[src/rtl/dino_vga_timing_ctrl.sv]
// VGA scanout timing for the dino game: pixel strobe, syncs, active window, coordinates,
// and a vblank-scheduled update handshake with the game logic.
module dino_vga_timing_ctrl #(
  parameter int CLK_DIV  = 2,
  parameter int H_ACTIVE = 640,
  parameter int H_FP     = 16,
  parameter int H_SYNC   = 96,
  parameter int H_BP     = 48,
  parameter int V_ACTIVE = 480,
  parameter int V_FP     = 10,
  parameter int V_SYNC   = 2,
  parameter int V_BP     = 33,
  parameter bit SYNC_POL = 1'b0
) (
  input  logic        clock,
  input  logic        resetb,
  input  logic        enable,
  output logic        pix_stb,
  output logic        hsync,
  output logic        vsync,
  output logic        active,
  output logic [9:0]  x,
  output logic [9:0]  y,
  output logic        upd_req,
  input  logic        upd_ack,
  output logic        overrun,
  output logic [15:0] frame_cnt
);

  localparam int H_TOTAL = H_ACTIVE + H_FP + H_SYNC + H_BP;
  localparam int V_TOTAL = V_ACTIVE + V_FP + V_SYNC + V_BP;
  localparam int DIV_W   = (CLK_DIV > 1) ? $clog2(CLK_DIV) : 1;

  localparam logic [DIV_W-1:0] DIV_LAST = DIV_W'(CLK_DIV - 1);
  localparam logic [9:0] H_LAST    = 10'(H_TOTAL - 1);
  localparam logic [9:0] V_LAST    = 10'(V_TOTAL - 1);
  localparam logic [9:0] H_ACT     = 10'(H_ACTIVE);
  localparam logic [9:0] V_ACT     = 10'(V_ACTIVE);
  localparam logic [9:0] V_ACT_M1  = 10'(V_ACTIVE - 1);
  localparam logic [9:0] HS_START  = 10'(H_ACTIVE + H_FP);
  localparam logic [9:0] HS_END    = 10'(H_ACTIVE + H_FP + H_SYNC);
  localparam logic [9:0] VS_START  = 10'(V_ACTIVE + V_FP);
  localparam logic [9:0] VS_END    = 10'(V_ACTIVE + V_FP + V_SYNC);

  typedef enum logic [1:0] {
    ST_IDLE = 2'b00,
    ST_REQ  = 2'b01,
    ST_DONE = 2'b10
  } upd_state_e;

  logic [DIV_W-1:0] divcnt_q, divcnt_d;
  logic [9:0]       hcnt_q, hcnt_d;
  logic [9:0]       vcnt_q, vcnt_d;
  logic [15:0]      frame_cnt_q, frame_cnt_d;
  upd_state_e       state_q, state_d;
  logic             overrun_q, overrun_d;
  logic             pix_stb_q, pix_stb_d;
  logic             hsync_q, hsync_d;
  logic             vsync_q, vsync_d;
  logic             active_q, active_d;
  logic [9:0]       x_q, x_d;
  logic [9:0]       y_q, y_d;
  logic             upd_req_q, upd_req_d;

  logic stb_s, h_wrap_s, v_wrap_s, enter_blank_s;

  // The registered strobe marks the cycle whose end advances the pixel counters.
  assign stb_s         = enable & pix_stb_q;
  assign h_wrap_s      = stb_s & (hcnt_q == H_LAST);
  assign v_wrap_s      = h_wrap_s & (vcnt_q == V_LAST);
  assign enter_blank_s = h_wrap_s & (vcnt_q == V_ACT_M1);

  // Clock divider, beam counters and frame counter.
  always_comb begin
    divcnt_d    = divcnt_q;
    hcnt_d      = hcnt_q;
    vcnt_d      = vcnt_q;
    frame_cnt_d = frame_cnt_q;
    if (!enable) begin
      divcnt_d = '0;
      hcnt_d   = 10'd0;
      vcnt_d   = 10'd0;
    end else begin
      if (divcnt_q == DIV_LAST) begin
        divcnt_d = '0;
      end else begin
        divcnt_d = divcnt_q + DIV_W'(1);
      end
      if (!stb_s) begin
        hcnt_d = hcnt_q;
      end else if (hcnt_q != H_LAST) begin
        hcnt_d = hcnt_q + 10'd1;
      end else begin
        hcnt_d = 10'd0;
        if (vcnt_q == V_LAST) begin
          vcnt_d      = 10'd0;
          frame_cnt_d = frame_cnt_q + 16'd1;
        end else begin
          vcnt_d = vcnt_q + 10'd1;
        end
      end
    end
  end

  // Update handshake: request at the first blank line, release at the frame wrap.
  always_comb begin
    state_d   = state_q;
    overrun_d = overrun_q;
    case (state_q)
      ST_IDLE: begin
        if (enter_blank_s) begin
          state_d = ST_REQ;
        end else begin
          state_d = ST_IDLE;
        end
      end
      ST_REQ: begin
        if (upd_ack) begin
          // An ack coinciding with the wrap still counts as on time.
          state_d = v_wrap_s ? ST_IDLE : ST_DONE;
        end else if (v_wrap_s) begin
          state_d   = ST_IDLE;
          overrun_d = 1'b1;
        end else begin
          state_d = ST_REQ;
        end
      end
      ST_DONE: begin
        if (v_wrap_s) begin
          state_d = ST_IDLE;
        end else begin
          state_d = ST_DONE;
        end
      end
      default: begin
        state_d = ST_IDLE;
      end
    endcase
  end

  // Outputs are decoded from next-state counters so they line up with the counters once registered.
  always_comb begin
    pix_stb_d = enable & (divcnt_d == DIV_LAST);
    active_d  = enable & (hcnt_d < H_ACT) & (vcnt_d < V_ACT);
    if (enable && (hcnt_d >= HS_START) && (hcnt_d < HS_END)) begin
      hsync_d = SYNC_POL;
    end else begin
      hsync_d = ~SYNC_POL;
    end
    if (enable && (vcnt_d >= VS_START) && (vcnt_d < VS_END)) begin
      vsync_d = SYNC_POL;
    end else begin
      vsync_d = ~SYNC_POL;
    end
    x_d       = active_d ? hcnt_d : 10'd0;
    y_d       = active_d ? vcnt_d : 10'd0;
    upd_req_d = (state_d == ST_REQ);
  end

  // State and output registers with synchronous active-low reset.
  always_ff @(posedge clock) begin
    if (!resetb) begin
      divcnt_q    <= '0;
      hcnt_q      <= 10'd0;
      vcnt_q      <= 10'd0;
      frame_cnt_q <= 16'd0;
      state_q     <= ST_IDLE;
      overrun_q   <= 1'b0;
      pix_stb_q   <= 1'b0;
      hsync_q     <= ~SYNC_POL;
      vsync_q     <= ~SYNC_POL;
      active_q    <= 1'b0;
      x_q         <= 10'd0;
      y_q         <= 10'd0;
      upd_req_q   <= 1'b0;
    end else begin
      divcnt_q    <= divcnt_d;
      hcnt_q      <= hcnt_d;
      vcnt_q      <= vcnt_d;
      frame_cnt_q <= frame_cnt_d;
      state_q     <= state_d;
      overrun_q   <= overrun_d;
      pix_stb_q   <= pix_stb_d;
      hsync_q     <= hsync_d;
      vsync_q     <= vsync_d;
      active_q    <= active_d;
      x_q         <= x_d;
      y_q         <= y_d;
      upd_req_q   <= upd_req_d;
    end
  end

  assign pix_stb   = pix_stb_q;
  assign hsync     = hsync_q;
  assign vsync     = vsync_q;
  assign active    = active_q;
  assign x         = x_q;
  assign y         = y_q;
  assign upd_req   = upd_req_q;
  assign overrun   = overrun_q;
  assign frame_cnt = frame_cnt_q;

endmodule

[config.mk]
export PLATFORM = sky130hd
export DESIGN_NAME = dino_vga_timing_ctrl
export DESIGN_NICKNAME = d
export VERILOG_FILES = /design/src/rtl/dino_vga_timing_ctrl.sv
export SDC_FILE = /design/constraint.sdc
export NUM_CORES = 1
export LEC_CHECK = 0
export ABC_AREA = 1
export CORE_AREA = 2 2 97 61
export CTS_CLUSTER_DIAMETER = 120
export CTS_CLUSTER_SIZE = 14
export DETAILED_ROUTE_END_ITERATION = 8
export DIE_AREA = 0 0 99 63
export PLACE_DENSITY_LB_ADDON = 0.08
export SLEW_MARGIN = 0
export SYNTH_ARGS = -nofsm -noshare
export SYNTH_HDL_FRONTEND = slang
export SYNTH_SLANG_ARGS = --single-unit
[constraint.sdc]
create_clock -name clock -period 6 [get_ports clock]
set_clock_uncertainty 0.15 [all_clocks]
set_input_delay 1.2 -clock clock [delete_from_list [all_inputs] [get_ports clock]]
set_output_delay 1.2 -clock clock [all_outputs]
set_load 0.02 [all_outputs]
**Run 1: clock nets**

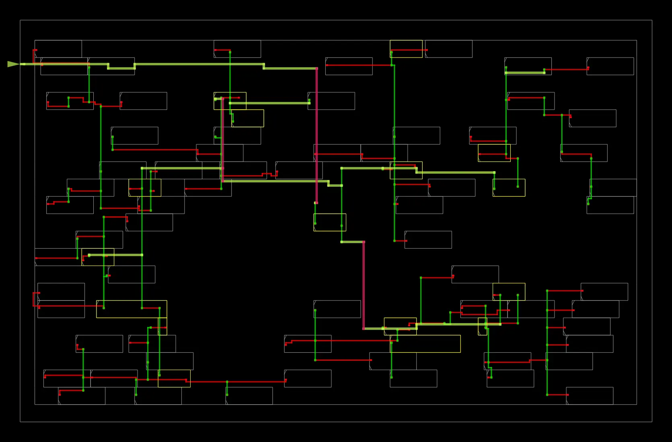
clk sink count: 64
Insertion Delay late pin: 0.34 ns

**Run 1: sequential cells coloured by netlist name**

The bar under the picture is 20 um long.
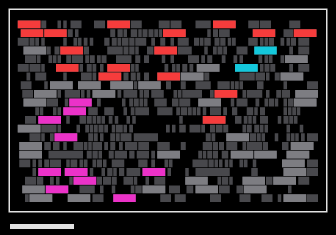
- magenta: hcnt_q (flops 10; where south-west)
- cyan: state_q (flops 2)
- red: frame_cnt (flops 16)
- not coloured: 36
register fraction of the total cell area: 34.7%
Final Core Density: 68.5%
Reg area: 0.00128 sq mm

==> ci_impl_report.md, run 1 <==
## Synthesis and layout report

| Metric | Value |
|---|---|
| Routed WL per cell | 14.3 um |
| Vias in the first global route | 2373 |
| Ys async rst share | 0% |
| TNS Setup | 0 ns |
| WP data arrival | 3.62 ns |
| Crit-path max FO | 19 |
| Placed Area | 0.00346 sq mm |
| Peak VDD IR | 0.000187 V |
| GR Util met3 | 6.71% |
| CP max stage cell | clkdlybuf4s50_1 |
| Hold Path Class | reg2reg |
| WP data required | 6.11 ns |
| Top delay family on crit path | simple AND/OR/NAND/NOR gates |
| Row Count | 21 |
| Hold Buf Count CTS | 0 |
| Logic share of the area | 38.5% |
| Yosys cell count | 403 |
| Core Box Area | 0.00539 sq mm |
| Avg Cell Area, Syn | 7.38 sq um |
| GP Congestion | 0.927 |
| P_int | 0.000702 W |
| WP buf/inv | 1 |
| Drc violations | 0 |
| Worst setup EP type | flop |
| Status | complete, no violations |
| Number of flip-flops in the largest register | 16 |
| Core Density at Floorplan | 55.2% |
| # resized after CTS | 0 |
| Layout cell share with drive strength beyond 1 | 10.3% |
| Ys flops | 64 |
| Seq. pwr | 0.000428 W |
| Max cap viols | 0 |
| DIE AREA | 0.00624 sq mm |
| Sequential area share after synthesis | 43.1% |
| Max Slew Vio Count | 0 |
| Slew HR | 32.4% |
| CTS HTree Levels | 3 |
| DR vias | 2756 |
| Inst Count DP | 510 |
| Most numerous logic cells after layout | nand2_1, nor2_1, dfxtp_1, inv_1, clkdlybuf4s50_1 |
| Flip-flops | 64 |
**Run 1: pin placement**

The bar under the picture is 20 um long. Pins as bars across the die edge, other pins in grey.
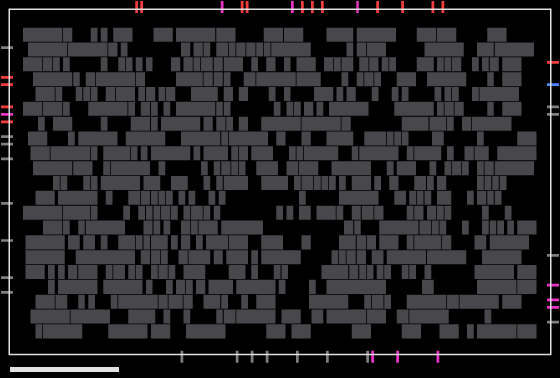
- red: frame_cnt (pins 16; direction output; edge 11 north, 4 west, 1 east)
- magenta: y (pins 10; direction output; edge 3 north, 3 east, 3 south, 1 west)
- blue: upd_req (pins 1; direction output; edge east)
- all pins by edge: 14 north, 13 west, 10 south, 9 east
Buffers on Ports: 45
die height: 63 um

==> run 1: worst reg2reg max path, cell delays in order (launching register included) <==
cell,delay (ns)
dfxtp_1,0.37
ha_1,0.21
inv_1,0.09
nor2_4,0.16
nand3_2,0.13
nor2_4,0.30
nand3_2,0.13
nand2_1,0.09
nor2_1,0.07
nand3_2,0.10
nand3_4,0.28
nor2_1,0.19
==> run 1: path summary, 6_finish.rpt <==
kind,startpoint,depth (start not counted),to,slack (ns)
max reg2reg,hcnt_q[0],11,x[6],3.65
max,enable,9,x[6],2.49
min,frame_cnt[14],2,frame_cnt[14],0.35
min reg2reg,frame_cnt[14],2,frame_cnt[14],0.35
==> run 2, diff against run 1 <==
--- a/config.mk
+++ b/config.mk
@@ -6,11 +6,11 @@
 export NUM_CORES = 1
 export LEC_CHECK = 0
 export ABC_AREA = 1
-export CORE_AREA = 2 2 97 61
+export CORE_AREA = 2 2 105 66
 export CTS_CLUSTER_DIAMETER = 120
 export CTS_CLUSTER_SIZE = 14
 export DETAILED_ROUTE_END_ITERATION = 8
-export DIE_AREA = 0 0 99 63
+export DIE_AREA = 0 0 107 68
 export PLACE_DENSITY_LB_ADDON = 0.08
 export SLEW_MARGIN = 0
 export SYNTH_ARGS = -nofsm -noshare
==> constraint.sdc (replaced) <==
create_clock -name clock -period 3 [get_ports clock]
set_clock_uncertainty 0.15 [all_clocks]
set_input_delay 0.6 -clock clock [delete_from_list [all_inputs] [get_ports clock]]
set_output_delay 0.6 -clock clock [all_outputs]
set_load 0.02 [all_outputs]
**Run 2: clock nets**

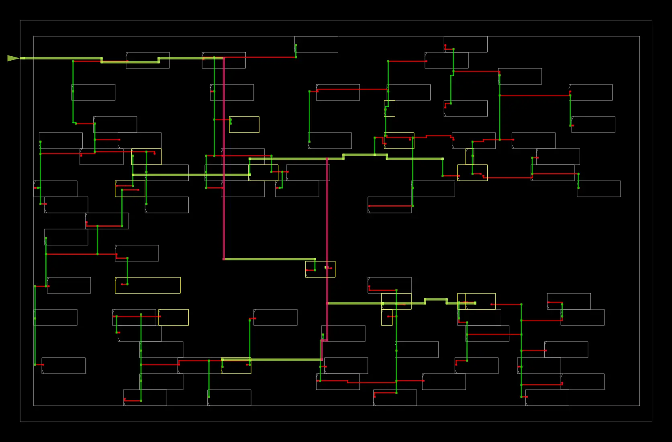
Insertion Delay late pin: 0.33 ns
cts bufs inserted: 9
clock buffer count: 13

==> run 2 against run 1 <==
Net effect: cell count rose by 4.2%; synthesized cell count did not move; critical path depth did not move; via count fell by 1.6%; routed wire length fell by 5.8%; sequential share of layout area fell by 0.18 points; utilization fell by 11 points; global-route usage fell by 3.9 points; register-to-register slack got worse by 3.0 ns; die size rose by 17%; critical endpoint is now x[8]; largest cell class unchanged; largest power group is now registers; highest routed layer unchanged.
==> ci_impl_report.md, run 2 <==
## Synthesis and layout report

| Metric | Value |
|---|---|
| Routed WL per cell | 13.0 um (-9.6%) |
| # resized after CTS | 0 (unchanged) |
| WP data required | 3.11 ns (-3.00 ns) |
| DR vias | 2712 (-1.6%) |
| Row Count | 23 (+9.5%) |
| Peak VDD IR | 0.000311 V (+66%) |
| Hold Buf Count CTS | 0 (unchanged) |
| Drc violations | 0 (unchanged) |
| Final Core Density | 57.8% (-11 points) |
| Reg area | 0.00128 sq mm (unchanged) |
| CTS HTree Levels | 3 (unchanged) |
| Status | complete, no violations |
| DIE AREA | 0.00728 sq mm (+17%) |
| Avg Cell Area, Syn | 7.38 sq um (unchanged) |
| GP Congestion | 0.925 (-0.21%) |
| R2R Path End | x[8] |
| GR Util met3 | 7.14% (+0.43 points) |
| Hold endpoint | frame_cnt[8] |
| P_int | 0.00130 W (+85%) |
| Hold Path Class | reg2reg |
| Inst Count DP | 532 (+4.3%) |
| WP buf/inv | 1 (unchanged) |
| Max Slew Vio Count | 0 (unchanged) |
| R2R cell count | 11 (unchanged) |
| Slew HR | 58.0% (+26 points) |
| Seq. pwr | 0.000856 W (+100%) |
| Most numerous logic cells after layout | nand2_1, nor2_1, dfxtp_1, inv_1, clkdlybuf4s50_1 |
| Core Density at Floorplan | 46.3% (-8.9 points) |
| Worst setup EP type | flop |
| Layout cell share with drive strength beyond 1 | 11.1% (+0.78 points) |
| Yosys cell count | 403 (unchanged) |
| Top delay family on crit path | simple AND/OR/NAND/NOR gates |
| Sequential area share after synthesis | 43.1% (unchanged) |
| Number of flip-flops in the largest register | 16 (unchanged) |
**Run 2: signal metal coverage by tile**

The bar under the picture is 20 um long. 21 x 14 tiles, from dark blue (low) to red (high), scaled to the fullest tile. Values are wire area over tile area, all layers added.
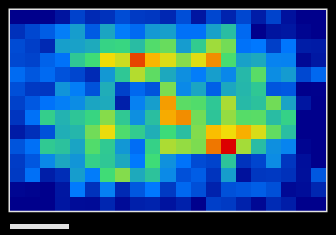
- mean over tiles: 0.16
- nearly empty tiles: 10%
- emptiest ninth of the die: south-east
- densest ninth of the die: centre
Routed WL: 7100 um
GRT Total Usage: 20.9%

run 2: cell counts after synthesis:
No cell type changed its count.
run 2: worst max-delay path by stage:
| stage | endpoint | depth (start not counted) | slack [ns] | startpoint |
|---|---|---|---|---|
| floorplan | y[4] | 10 | 1.07 | divcnt_q |
| global placement | x[7] | 9 | 0.31 | enable |
| detailed placement | x[5] | 11 | 0.21 | enable |
| CTS | x[8] | 9 | 0.55 | enable |
| global route | x[4] | 9 | 0.35 | enable |
| finish | x[8] | 9 | 0.55 | enable |
run 2: through the flow:
step	hold slack (ns)	setup slack, ns	instance area (sq um)
3_5_place_dp	0.336	0.211	3510
4_1_cts	0.349	0.549	3710
3_3_place_gp	0.325	0.306	3510
5_1_grt	0.373	0.351	3710
6_report	0.342	0.553	3710
2_1_floorplan	0.360	1.07	2970
Power and IR drop assume default switching activity.
